### src/rtl/instrq_extra_feed_pkg.sv
// Shared definitions for the instruction-extra queue write path.
// Word width and the one-hot count/start encodings used by both the
// feeder and the queue itself.

`ifndef instrQExtra_width
`define instrQExtra_width 32
`endif

package instrq_extra_feed_pkg;

   localparam int IQE_DATA_W = `instrQExtra_width;

   // Number of set bits in a 4-slot valid mask (0..4).
   function automatic logic [2:0] iqe_popcount4(input logic [3:0] mask);
      logic [2:0] n;
      n = 3'd0;
      for (int i = 0; i < 4; i++) begin
         n = n + {2'b00, mask[i]};
      end
      return n;
   endfunction

   // One-hot word count: bit n set means n words.
   function automatic logic [4:0] iqe_cnt_onehot(input logic [2:0] n);
      return 5'b00001 << n;
   endfunction

   // One-hot start slot for a tail-aligned bundle of n words: bit (4-n).
   function automatic logic [4:0] iqe_start_onehot(input logic [2:0] n);
      return 5'b10000 >> n;
   endfunction

endpackage

### src/rtl/iqe_compact.sv
// Mask-to-bundle packer: valid slots, taken in ascending index order, are
// tail-aligned so the last valid word always lands in slot 3. Unused
// slots are zero.

module iqe_compact
   import instrq_extra_feed_pkg::*;
#(
   parameter int DATA_WIDTH = `instrQExtra_width
) (
   input  logic [3:0]                 in_mask,
   input  logic [3:0][DATA_WIDTH-1:0] in_data,
   output logic [4:0]                 cnt,
   output logic [4:0]                 start,
   output logic [3:0][DATA_WIDTH-1:0] data
);

   logic [2:0] n;
   logic [2:0] k;
   logic [2:0] slot;

   // Walk the mask, placing the k-th valid word into slot 4-n+k.
   always_comb begin
      n    = iqe_popcount4(in_mask);
      k    = 3'd0;
      slot = 3'd0;
      data = '0;
      for (int i = 0; i < 4; i++) begin
         if (in_mask[i]) begin
            slot = 3'd4 - n + k;
            data[slot[1:0]] = in_data[i];
            k = k + 3'd1;
         end
      end
      cnt   = iqe_cnt_onehot(n);
      start = iqe_start_onehot(n);
   end

endmodule

### src/rtl/instrq_extra_feed.sv
// Write-side feeder for the two-thread instruction-extra queue.
// Compacts predecode bundles at the input and holds them in a 2-entry
// in-order buffer (OUT drives the queue, SKID absorbs one bundle of
// backpressure). Exceptions flush per-thread entries in the same cycle.

module instrq_extra_feed
   import instrq_extra_feed_pkg::*;
#(
   parameter int DATA_WIDTH = `instrQExtra_width
) (
   input  logic                  clk,
   input  logic                  rst,
   input  logic                  except,
   input  logic                  except_thread,
   input  logic                  in_vld,
   input  logic                  in_thread,
   input  logic [3:0]            in_mask,
   input  logic [DATA_WIDTH-1:0] in_data0,
   input  logic [DATA_WIDTH-1:0] in_data1,
   input  logic [DATA_WIDTH-1:0] in_data2,
   input  logic [DATA_WIDTH-1:0] in_data3,
   output logic                  in_rdy,
   input  logic                  fStall,
   input  logic                  doFStall,
   output logic                  write_wen,
   output logic                  write_thread,
   output logic [4:0]            write_cnt,
   output logic [4:0]            write_start,
   output logic [DATA_WIDTH-1:0] write_data0,
   output logic [DATA_WIDTH-1:0] write_data1,
   output logic [DATA_WIDTH-1:0] write_data2,
   output logic [DATA_WIDTH-1:0] write_data3
);

   logic [3:0][DATA_WIDTH-1:0] cmp_in_data;
   logic [4:0]                 cmp_cnt;
   logic [4:0]                 cmp_start;
   logic [3:0][DATA_WIDTH-1:0] cmp_data;

   logic                       out_vld_q,    out_vld_d;
   logic                       out_thread_q, out_thread_d;
   logic [4:0]                 out_cnt_q,    out_cnt_d;
   logic [4:0]                 out_start_q,  out_start_d;
   logic [3:0][DATA_WIDTH-1:0] out_data_q,   out_data_d;

   logic                       skid_vld_q,    skid_vld_d;
   logic                       skid_thread_q, skid_thread_d;
   logic [4:0]                 skid_cnt_q,    skid_cnt_d;
   logic [4:0]                 skid_start_q,  skid_start_d;
   logic [3:0][DATA_WIDTH-1:0] skid_data_q,   skid_data_d;

   logic consume;
   logic accept;
   logic in_keep;
   logic out_live;
   logic skid_live;

   assign cmp_in_data = {in_data3, in_data2, in_data1, in_data0};

   iqe_compact #(
      .DATA_WIDTH (DATA_WIDTH)
   ) u_compact (
      .in_mask (in_mask),
      .in_data (cmp_in_data),
      .cnt     (cmp_cnt),
      .start   (cmp_start),
      .data    (cmp_data)
   );

   // SKID occupancy alone gates input; no path from the stall inputs.
   assign in_rdy = ~skid_vld_q;

   // Handshake and flush qualifiers for this cycle.
   always_comb begin
      consume   = out_vld_q & ~fStall & ~doFStall;
      accept    = in_vld & in_rdy;
      // Zero-count bundles and bundles of the flushed thread are accepted but dropped.
      in_keep   = accept & ~cmp_cnt[0] & ~(except & (in_thread == except_thread));
      out_live  = out_vld_q & ~consume & ~(except & (out_thread_q == except_thread));
      skid_live = skid_vld_q & ~(except & (skid_thread_q == except_thread));
   end

   // Next buffer state: OUT keeps its entry, takes SKID, or takes the input.
   always_comb begin
      out_vld_d     = out_vld_q;
      out_thread_d  = out_thread_q;
      out_cnt_d     = out_cnt_q;
      out_start_d   = out_start_q;
      out_data_d    = out_data_q;
      skid_vld_d    = skid_vld_q;
      skid_thread_d = skid_thread_q;
      skid_cnt_d    = skid_cnt_q;
      skid_start_d  = skid_start_q;
      skid_data_d   = skid_data_q;

      if (out_live) begin
         // OUT held; a surviving SKID stays put (input was blocked by in_rdy).
         if (!skid_live) begin
            skid_vld_d = in_keep;
            if (in_keep) begin
               skid_thread_d = in_thread;
               skid_cnt_d    = cmp_cnt;
               skid_start_d  = cmp_start;
               skid_data_d   = cmp_data;
            end
         end
      end else if (skid_live) begin
         out_vld_d    = 1'b1;
         out_thread_d = skid_thread_q;
         out_cnt_d    = skid_cnt_q;
         out_start_d  = skid_start_q;
         out_data_d   = skid_data_q;
         skid_vld_d   = in_keep;
         if (in_keep) begin
            skid_thread_d = in_thread;
            skid_cnt_d    = cmp_cnt;
            skid_start_d  = cmp_start;
            skid_data_d   = cmp_data;
         end
      end else begin
         out_vld_d  = in_keep;
         skid_vld_d = 1'b0;
         if (in_keep) begin
            out_thread_d = in_thread;
            out_cnt_d    = cmp_cnt;
            out_start_d  = cmp_start;
            out_data_d   = cmp_data;
         end
      end
   end

   // Buffer registers; reset presents an empty zero-count bundle.
   always_ff @(posedge clk or negedge rst) begin
      if (!rst) begin
         out_vld_q     <= 1'b0;
         out_thread_q  <= 1'b0;
         out_cnt_q     <= 5'b00001;
         out_start_q   <= 5'b10000;
         out_data_q    <= '0;
         skid_vld_q    <= 1'b0;
         skid_thread_q <= 1'b0;
         skid_cnt_q    <= 5'b00001;
         skid_start_q  <= 5'b10000;
         skid_data_q   <= '0;
      end else begin
         out_vld_q     <= out_vld_d;
         out_thread_q  <= out_thread_d;
         out_cnt_q     <= out_cnt_d;
         out_start_q   <= out_start_d;
         out_data_q    <= out_data_d;
         skid_vld_q    <= skid_vld_d;
         skid_thread_q <= skid_thread_d;
         skid_cnt_q    <= skid_cnt_d;
         skid_start_q  <= skid_start_d;
         skid_data_q   <= skid_data_d;
      end
   end

   assign write_wen    = out_vld_q;
   assign write_thread = out_thread_q;
   assign write_cnt    = out_cnt_q;
   assign write_start  = out_start_q;
   assign write_data0  = out_data_q[0];
   assign write_data1  = out_data_q[1];
   assign write_data2  = out_data_q[2];
   assign write_data3  = out_data_q[3];

endmodule

### config.mk
export PLATFORM = sky130hd
export DESIGN_NAME = instrq_extra_feed
export DESIGN_NICKNAME = d
export VERILOG_FILES = /design/src/rtl/instrq_extra_feed_pkg.sv /design/src/rtl/iqe_compact.sv /design/src/rtl/instrq_extra_feed.sv
export SDC_FILE = /design/constraint.sdc
export NUM_CORES = 1
export LEC_CHECK = 0
export CORE_MARGIN = 5
export CORE_UTILIZATION = 35
export DETAILED_ROUTE_END_ITERATION = 10
export GPL_TIMING_DRIVEN = 0
export SYNTH_ARGS = -nofsm -noshare
export SYNTH_HDL_FRONTEND = slang
export SYNTH_SLANG_ARGS = --single-unit
### constraint.sdc
create_clock -name clk -period 2.3 [get_ports clk]
set_input_delay 0.69 -clock clk [delete_from_list [all_inputs] [get_ports clk]]
set_output_delay 0.69 -clock clk [all_outputs]
set_load 0.02 [all_outputs]
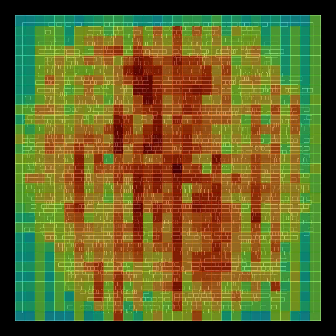
(images/congestion_map.png)
grt peak-use layer: met2
met1 Use GR: 41.0%
met2 Usage GRT: 47.2%
average routed wire per standard cell: 29.3 um
M3 GR Usage: 6.68%

==> Changelog: implementation <==
### Changed

- Status: finished with violations
- Failing checks: negative setup slack
- Reg area: 6760 um^2
- Final hold slack: 0.00944 ns
- RD Place Congestion: 1.04
- Vias in the first global route: 15840
- Critical Path Source Type: input pin
- Area share, top type: 45.8%
- Yosys stat area: 14600 um^2
- Worst Path Required: 2.79 ns
- Post-CTS sizing: 702
- Synth Area in Adders: 1.50%
- Routed Antenna Nets: 0
- Most used flip-flop cell: dfrtp_1
- Most frequent cell after synthesis: dfrtp_1
- Mux frac, synth: 0.649%
- Pwr dens: 1190 nW/um^2
- Row Count: 75
- Flops & latches, synth: 270
- FF-to-FF End: skid_data_q[106]
- Initial antenna violation count: 9
- Total die size: 46000 um^2
- Setup WS post-layout: -0.790 ns
- Top logic family: AND-OR/OR-AND gates
- Post-CTS Setup Inserts: 42
- Area Overhead vs Synth: 62.7%
- Most numerous logic cells after layout: clkdlybuf4s50_1 (275), dfrtp_1 (268), o21ai_1 (216)
- Critical path class: in -> reg
- Worst path depth: 17
- Worst R2R Start: skid_thread_q
- Drt pass-1 iters: 6
- Crit. End Element: register
- R2r setup slk: -0.35 ns
- IO buf count: 280
- Cell family with most CP delay: adder cells
- Routed length on met3: 7070 um
- Yosys Instances: 1564
- H-tree depth: 1
- Clock root buffer: clkbuf_16
- Worst Path Max Fanout: 5
- # DRC: 0
- Final nets: 2116
- Dpl ws: -2.61 ns
- Ys async rst share: 100%
- Clock Latency Late Sink: 0.57 ns
- # placed instances: 2385
- CP Cell Sequence: buf_8 > inv_6 > ha_4 > inv_2 > fa_2 > inv_2 > ha_4 > ha_4 > buf_12 > xnor2_4 > buf_6 > nor2_4 > buf_6 > clkbuf_16 > a221oi_4 > o31a_1 > o21ai_1
- Post-CTS Hold Buffers: 0
- Sink Count: 270
- Top cell excl fill/tap: clkdlybuf4s50_1
- OpenROAD warning count: 42
- Cells after synthesis: 1564
- # IOs: 281
- Leakage Power: 9.19 nW
- Maximum vdd drop: 0.000618 V
- Arr. time, crit path: 3.58 ns
- Min-delay worst type: in -> async
- Sequential element share of the synthesized area: 46.2%
- Warnings from Yosys: 0
- Sum Neg Setup Slack: -182.75 ns
- DRT iter0 DRCs: 2142
- Final worst path period share: 134%
- Synth top area cells: dfrtp_1 (46%), o21ai_0 (7.9%), a221oi_1 (7.7%)
- CP max stage cell: o31a_1
- Max-Cap Viols: 0
- GRT Residual Overflow: 0
- CTS clk-pin slew, worst paths: 0.06 ns
- Most frequent cells after synthesis: dfrtp_1 (268), o21ai_0 (230), nand2_1 (148), a221oi_1 (128), a22oi_1 (128)
- Crit path launch: in_mask[1]
- Cts bufs inserted: 29
- Min cycle time layout: 3.09 ns
- Fin. max-slew vios: 0
- RSZ-0062 raised after global routing: yes
- CTS Buffer Depth: 3
- Core Util at FP: 35.1%
- Biggest register: skid_data_q
- Final setup viols: 282
- Detailed Place HPWL: 52000 um
- Final wirelength: 74000 um
- Met1 Wirelength: 29900 um
- AND/OR/NAND/NOR Cells, Area Fraction: 8.83%
- Vias/cell: 6.41
- Post-Syn Nets: 1721
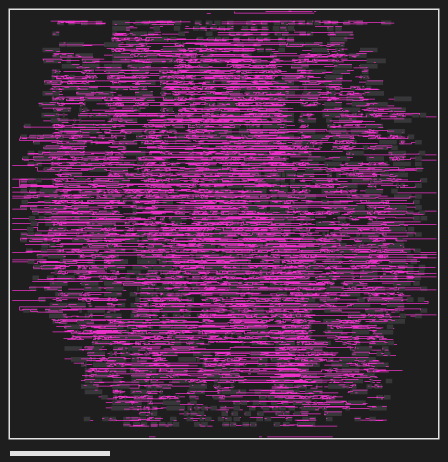
(images/m1.png)
The bar under the picture is 50 um long.
main direction: horizontal
share of all routed wire: 40%
wire length on this layer: 29.9 mm
longest straight run: 75.9 um

-- cell type report --
cell class                 instances  area share, %
clock buffer                      40           3.51
clock inverter                    12          0.546
inverter                          12          0.252
timing repair buffer             367           17.0
sequential                       270           28.4
antenna                            7         0.0735
buffer                           180           7.41
multi-input combinational       1099           40.0
tap                              539           2.83
-- stage by stage --
stage	total power, mW	area (um^2)
global route	29.6	23800
floorplan	14.1	14800
detailed placement	19.5	18300
global placement	19.3	18300
CTS	27.0	22700
finish	28.3	23800
-- power breakdown --
group	total [mW]	switching (mW)	internal, mW
clock network	4.73	1.97	2.76
logic	15.3	8.31	7.01
registers	8.28	1.42	6.86
total	28.3	11.7	16.6
Power figures rest on the tool's default switching activity, not on a simulated workload.
